Figure 1. Sequential cells grouped by signal name (run 1).
Bar = 50 um.
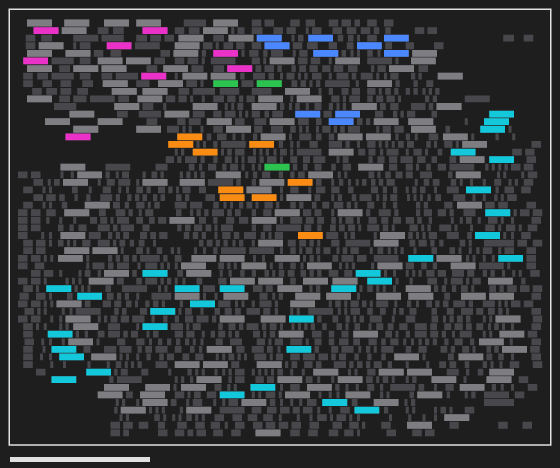
Figure 2. Placement view (run 1).
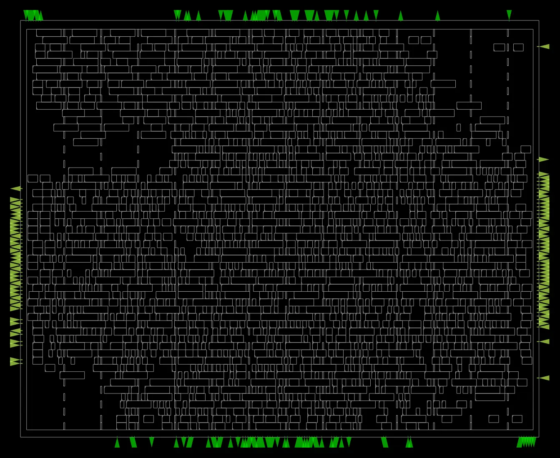
Figure 3. Wiring heat map (run 1).
The die is cut into 39 by 31 equal tiles; dark blue is low, red is high, scaled to the fullest tile. Values are wire area over tile area, all layers added.
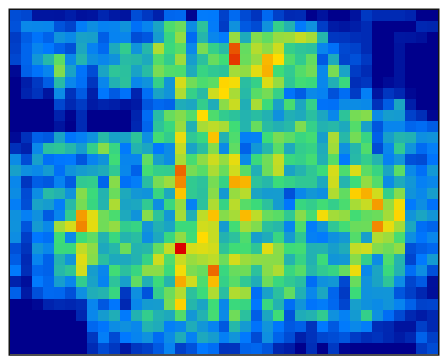
Figure 4. Cell sizes after repair (run 1).
Bar = 50 um.
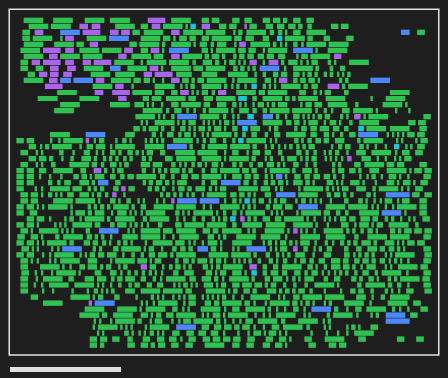
Design mandelbrot_pixel_sched, sky130hd; sources not shown.
==> qor.csv, run 1 <==
metric;value;unit
status;finished clean;
switching pwr;1.11;mW
Non-clk invs;35;
met2 Track Usage GR;0.489;
top sig layer;met4;
f_max;117;MHz
Top power group;combinational logic;
first-pass GRT wire length;70.3;mm
DR vias/cell;5.91;
P_int;1.44;mW
Slowest-stage cell, CP;or4_1;
Clk. pwr;0.409;mW
sw frac;0.436;
Max Cap Viol;0;
Dominant flop cell;dfrtp_1;
Logic area;7010;um^2
Worst setup EP type;register;
Seq cells post-synth;224;
Slew @ Worst Pin;1050;ps
flop count;224;
Post-synth EDFFs;0;
Yosys warning total;0;
crit path buf inv count;2;
GPL Wtd Cong;0.934;
main logic family after synthesis;simple AND/OR/NAND/NOR gates;
delay-heaviest family, CP;simple AND/OR/NAND/NOR gates;
Top Layout Cells;nand2_1, dfrtp_1, clkdlybuf4s50_1, nor2_1, a21oi_1;
Final Hold Fails;0;
Post-Route Setup TNS;0;ps
Arrival @ worst endpoint;9010;ps
Die W;194;um
Crit Path Class;input port to register;
flop share of the area;0.351;
AND-OR/OR-AND share of the synthesized area;0.153;
CP Cell Sequence;clkdlybuf4s50_1 > and2_1 > inv_1 > ha_1 > fa_1 > xnor2_1 > nor2_1 > xor2_1 > or3_1 > o2111ai_1 > or4_1 > nor3_2;
worst hold path class;register to register;
PwrDens;159;nW/um^2
mapped cell area;12900;um^2
initial antenna violation count;1;
Clock Sinks;224;
total leakage power;7.34;nW
Final setup viols;0;
Back to the opening pictures, Figure 1:
| colour | netlist name | flops |
|---|---|---|
| blue | ox_q | 10 |
| orange | ycnt_q | 9 |
| magenta | pix_data | 8 |
| cyan | step_q | 32 |
| green | count_q | 3 |
Util after Layout: 0.565
FF+latch area: 5610 um^2
Seq. pwr: 0.732 mW

Back to the opening pictures, Figure 2:
final-layout fill cell count: 3206
Post-Layout Cell Count: 1996
FP Rows: 55

Back to the opening pictures, Figure 3:
mean over tiles: 0.23
densest ninth of the die: middle
fullest tile: 0.68
drt total wl: 43.4 mm
via count: 11800
GRT Overall Usage: 0.289
Routed WL per cell: 21.7 um

Back to the opening pictures, Figure 4:
| colour | size | cells | share |
|---|---|---|---|
| purple | _2 cells | 62 | 3.8% |
| blue | _6 and larger | 34 | 2.1% |
| cyan | _3 and _4 cells | 12 | 0.74% |
| green | _0 and _1 cells | 1517 | 93% |
Non-CTS buffers: 196
area growth from synthesis to layout: 23.5%
final setup margin: 14340 ps
Final Cell Area: 16000 um^2

-- run 1: cells in the mapped netlist (13+ instances only) --
cell type	count	area, um^2
nand2_1	352	1320
nand3_1	38	190
o21a_1	15	113
xor2_1	31	272
o21ai_0	64	320
mux2_2	35	394
nor3_1	21	105
a211oi_1	23	173
nor2_1	90	338
o31ai_1	13	97.6
ha_1	76	951
xnor2_1	41	359
a21o_1	25	188
inv_1	33	124
clkbuf_1	47	176
dfrtp_1	224	5610
a21oi_1	82	410
a31oi_1	46	288
nand4_1	14	87.6
and3_1	23	144
-- run 1: cell families (layout without fill, tap and decap cells) --
logic type,count (synthesis),count (layout)
AND-OR/OR-AND,314,314
XOR/XNOR,72,72
other,0,1
multiplexers,55,55
AND/OR/NAND/NOR,604,604
buffers and inverters,90,276
flip-flops,224,224
adder cells (fa/ha/maj),80,80
Figure 5. Routed clock nets over the placement (run 1).
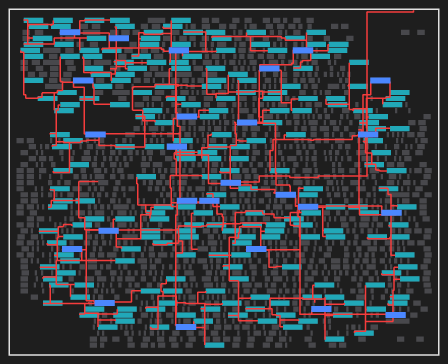

## Run 2: what changed since run 1
Settings changed: CORE_UTILIZATION 45 to 42, PLACE_DENSITY 0.92 to 0.87.
Clock period 22.9 ns to 8.15 ns, I/O delays scaled along.
Figure 6. Routed clock nets over the placement (run 2).
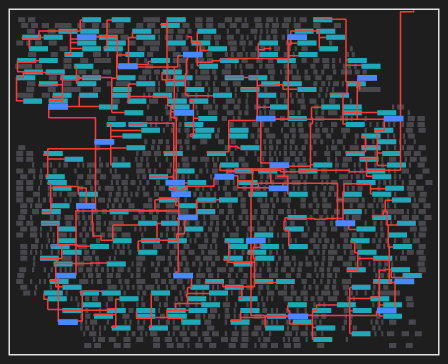
[red] clock wires | length: 3260 um
[cyan] flip-flops | count: 224
[blue] clock drivers | count: 25
routed clock nets: 26
flops lie: spread over the die
Clk. pwr: 1.25 mW
Final Skew: 10.5 ps
clock power share: 0.172

==> run 2 against run 1 <==
Clock power grew to 3.1 times the previous value. Register-to-register slack lost 15000 ps. Wire length shrank 1.5%. Total power grew to 2.9 times the previous value. Clock-buffer cell count shrank 10. Via count shrank 1.2%. Largest cell class unchanged. Largest power group unchanged.
==> qor.csv, run 2 <==
metric;value;unit;change
top cells by count;nand2_1, dfrtp_1, nor2_1;;unchanged
area growth from synthesis to layout;24.7;%;was 23.5%
Top Layout Cells;nand2_1, dfrtp_1, clkdlybuf4s50_1, nor2_1, a21oi_1;;unchanged
met2 Track Usage GR;0.434;;was 0.489
Arrival @ worst endpoint;5220;ps;was 9010 ps
Slew @ Worst Pin;1070;ps;was 1050 ps
Die W;200;um;was 194 um
PwrDens;450;nW/um^2;was 159 nW/um^2
worst hold path class;register to register;;unchanged
GRT Overall Usage;0.265;;was 0.289
Top power group;combinational logic;;unchanged
Final Cell Area;16100;um^2;was 16000 um^2
P_int;4.12;mW;was 1.44 mW
top cell type's share of synthesized area;0.434;;unchanged
final-layout fill cell count;3438;;was 3206
AND-OR/OR-AND share of the synthesized area;0.153;;unchanged
Max Cap Viol;0;;unchanged
first-pass GRT wire length;68.7;mm;was 70.3 mm
DR vias/cell;5.71;;was 5.91
Post-Route Setup TNS;0;ps;unchanged
Slowest-stage cell, CP;or4_1;;unchanged
total leakage power;7.39;nW;was 7.34 nW
top sig layer;met4;;unchanged
Final setup viols;0;;unchanged
WP data required;8610;ps;was 23350 ps
status;finished clean;;unchanged
final setup margin;3390;ps;was 14340 ps
Crit Path Class;input port to register;;unchanged
FF+latch area;5610;um^2;unchanged
CP Cell Sequence;clkdlybuf4s50_1 > and2_1 > inv_1 > ha_1 > fa_1 > xnor2_1 > nor2_1 > xor2_1 > or3_1 > o2111ai_1 > or4_1 > nor3_2;;unchanged
Yosys top cell by instances;nand2_1;;unchanged
f_max;210;MHz;
initial antenna violation count;1;;unchanged
Seq. pwr;2.07;mW;was 0.732 mW
largest area contributor in the netlist;dfrtp_1;;unchanged
Routed WL per cell;20.9;um;was 21.7 um
via count;11700;;was 11800
switching pwr;3.13;mW;was 1.11 mW
Worst setup EP type;register;;unchanged
top post-synthesis cells by area;dfrtp_1, nand2_1, ha_1, a21oi_1, mux2_2;;unchanged
drt total wl;42.7;mm;was 43.4 mm
Logic area;7010;um^2;unchanged
Util after Layout;0.532;;was 0.565
run 2: cell counts after synthesis:
Identical to the previous run, type by type.
run 2: critical path, delay by kind of cell:
| kind | cells | cell delay [ps] |
|---|---|---|
| AOI/OAI and AO/OA | 1 | 130 |
| and+or+nand+nor | 5 | 1400 |
| adders and majority gates | 2 | 660 |
| buffers and inverters | 2 | 600 |
| xor gates and xnor gates | 2 | 370 |
run 2: area by class of cell:
type,instances,area share
clock buffer,28,0.0401
tap,413,0.0320
inverter,35,0.00838
multi-input combinational,1125,0.434
clock inverter,16,0.0150
sequential,224,0.348
timing repair buffer,199,0.122
antenna,1,0.000155
Power and IR drop assume default switching activity.
